flops_by_reg.png
The bar under the picture is 20 um long. Other sequential cells in the stronger gray, the rest of the logic in the fainter gray.
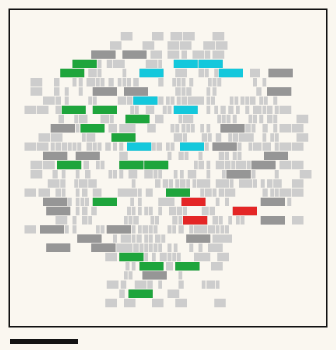
congestion.png
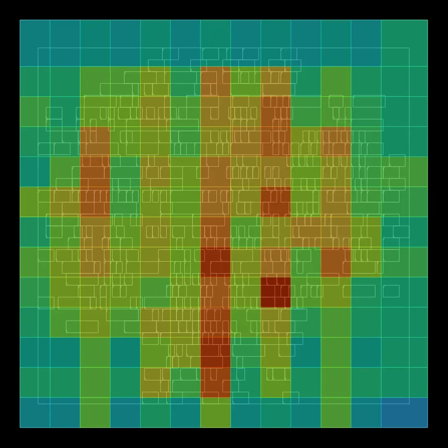
logic_types.png
The bar under the picture is 20 um long.
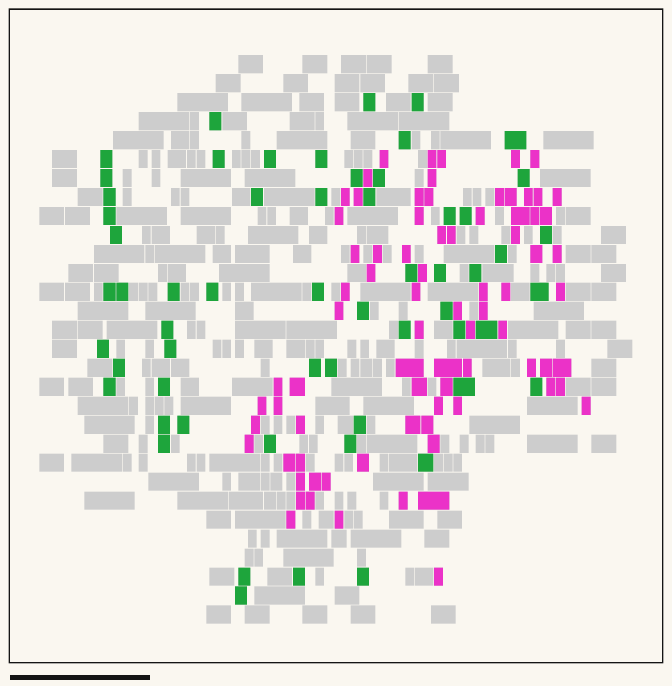
placement_by_type.png
The bar under the picture is 20 um long.
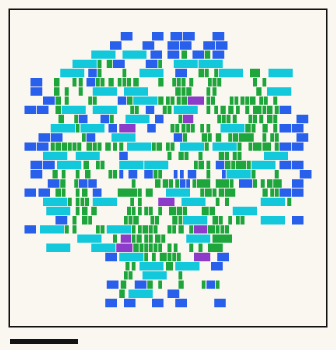
sizes.png
The bar under the picture is 20 um long.
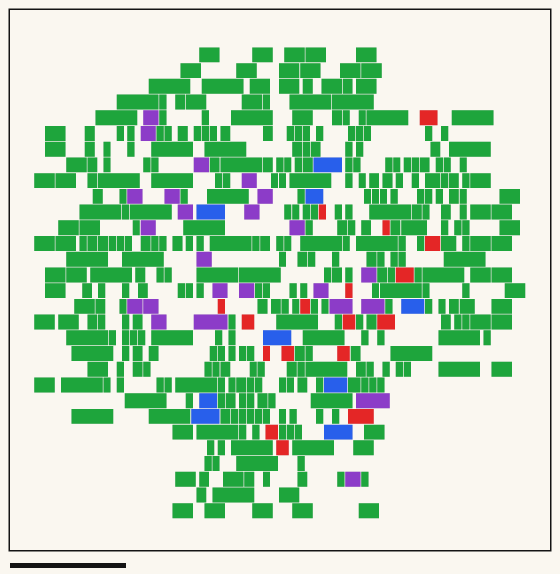
==> config.mk <==
export PLATFORM = sky130hd
export DESIGN_NAME = unidad_de_control
export DESIGN_NICKNAME = d
export VERILOG_FILES = /design/src/rtl/unidad_de_control_pkg.sv /design/src/rtl/unidad_de_control_decodificador_instruccion.sv /design/src/rtl/unidad_de_control.sv
export SDC_FILE = /design/constraint.sdc
export NUM_CORES = 1
export LEC_CHECK = 0
export ABC_AREA = 1
export CAP_MARGIN = 20
export CORE_MARGIN = 4
export CORE_UTILIZATION = 34
export DETAILED_ROUTE_END_ITERATION = 12
export GPL_TIMING_DRIVEN = 0
export PLACE_DENSITY = 0.69
export SLEW_MARGIN = 20
export SYNTH_ARGS = -nofsm -noshare
export SYNTH_HDL_FRONTEND = slang
export SYNTH_HIERARCHICAL = 1
export SYNTH_SLANG_ARGS = --single-unit
==> constraint.sdc <==
create_clock -name i_Timming -period 3.1 [get_ports i_Timming]
set_input_delay 0.62 -clock i_Timming [delete_from_list [all_inputs] [get_ports i_Timming]]
set_output_delay 0.62 -clock i_Timming [all_outputs]
set_load 0.005 [all_outputs]
==> impl_metrics.yaml <==
# physical design summary
drt:
  drt_first_iter_violations: 119
  drt_drc_violations_left: 0
  wire_length_after_detailed_routing_mm: 6.12
  highest-signal-layer: "met4"
clock_network:
  cts.hold.buffers_added: 0
  cts_tree: "done"
  insertion_delay_ps: 320
  cts_buffers: 5
finish:
  layout_top_cells: "sky130_fd_sc_hd__nor2_1 (101), sky130_fd_sc_hd__nand2_1 (61), sky130_fd_sc_hd__clkdlybuf4s50_1 (60)"
  clock_tree_area_fraction_pct: 2.96
  top_area_cell_class: "logic gates"
  n_all_inverters: 37
setup_path:
  critical_path_class: "reg -> out"
  worst-r2r-cell-count: 10
job:
  drv_cap: 0
pwr:
  clock_power_share_pct: 31.9
  net-switching-power_uw: 363
  seqPwrFrac_pct: 53.5
  p_comb_uw: 193
  cell_internal_pwr_uw: 962
  pwr-share-comb_pct: 14.6
  ir_drop_v: 0.000180
place:
  placedInstanceArea_mm2: 0.00320
  place_worst_setup_slack_ps: 1040
logic_synthesis:
  syn-instance-count: 364
  synth.area.top_cells: "sky130_fd_sc_hd__dfxtp_1 (42%), sky130_fd_sc_hd__nor2_1 (15%), sky130_fd_sc_hd__o21ai_0 (9.3%)"
  synth-edff-count: 0
grt:
  grt_use_met1_pct: 18.9
  grt_pass1_vias: 2141
  globalRouteMet2Util_pct: 22.9
run_status:
  run_status: "completed"
final_timing:
  maxSlewViolCount: 0
die:
  die_area_mm2: 0.00873
-- flops_by_reg.png (at the start) --
legend:
  r_instr:
    color: green
    flops: 16
  o_Datos:
    color: cyan
    flops: 8
    where: top center
  r_estado:
    color: red
    flops: 3
fraction of area in registers: 31.5%
Flop+latch power: 709 uW

-- congestion.png (at the start) --
all-layer global routing usage: 14.5%
end-of-flow core utilization: 47.5%

-- logic_types.png (at the start) --
legend:
  nand cells:
    color: magenta
    cells: 79
  aoi and oai cells:
    color: green
    cells: 58
post-route non-filler standard cell count: 528
Comb/total area: 33.9%
most used logic cell in the final layout: sky130_fd_sc_hd__nor2_1

-- placement_by_type.png (at the start) --
legend:
  clock drivers and dummy loads:
    color: purple
    cells: 8
  combinational and other logic:
    color: green
    cells: 285
  sequential cells:
    color: cyan
    cells: 52
  remaining buffers and delay cells:
    color: blue
    cells: 87
std cell rows: 30
floorplan core area: 0.00694 mm^2
cell area after layout: 0.00330 mm^2

-- sizes.png (at the start) --
legend:
  _6 and larger:
    color: blue
    cells: 9
    share: 2.1%
  _0 and _1 cells:
    color: green
    cells: 382
    share: 88%
  _2 cells:
    color: red
    cells: 17
    share: 3.9%
  _3 and _4 cells:
    color: purple
    cells: 24
    share: 5.6%
count of plain and timing-repair buffers in the layout: 87
Worst Setup Slack, final: 1180 ps
synthesis-to-finish area growth: 33.0%

Power and IR drop assume default switching activity.
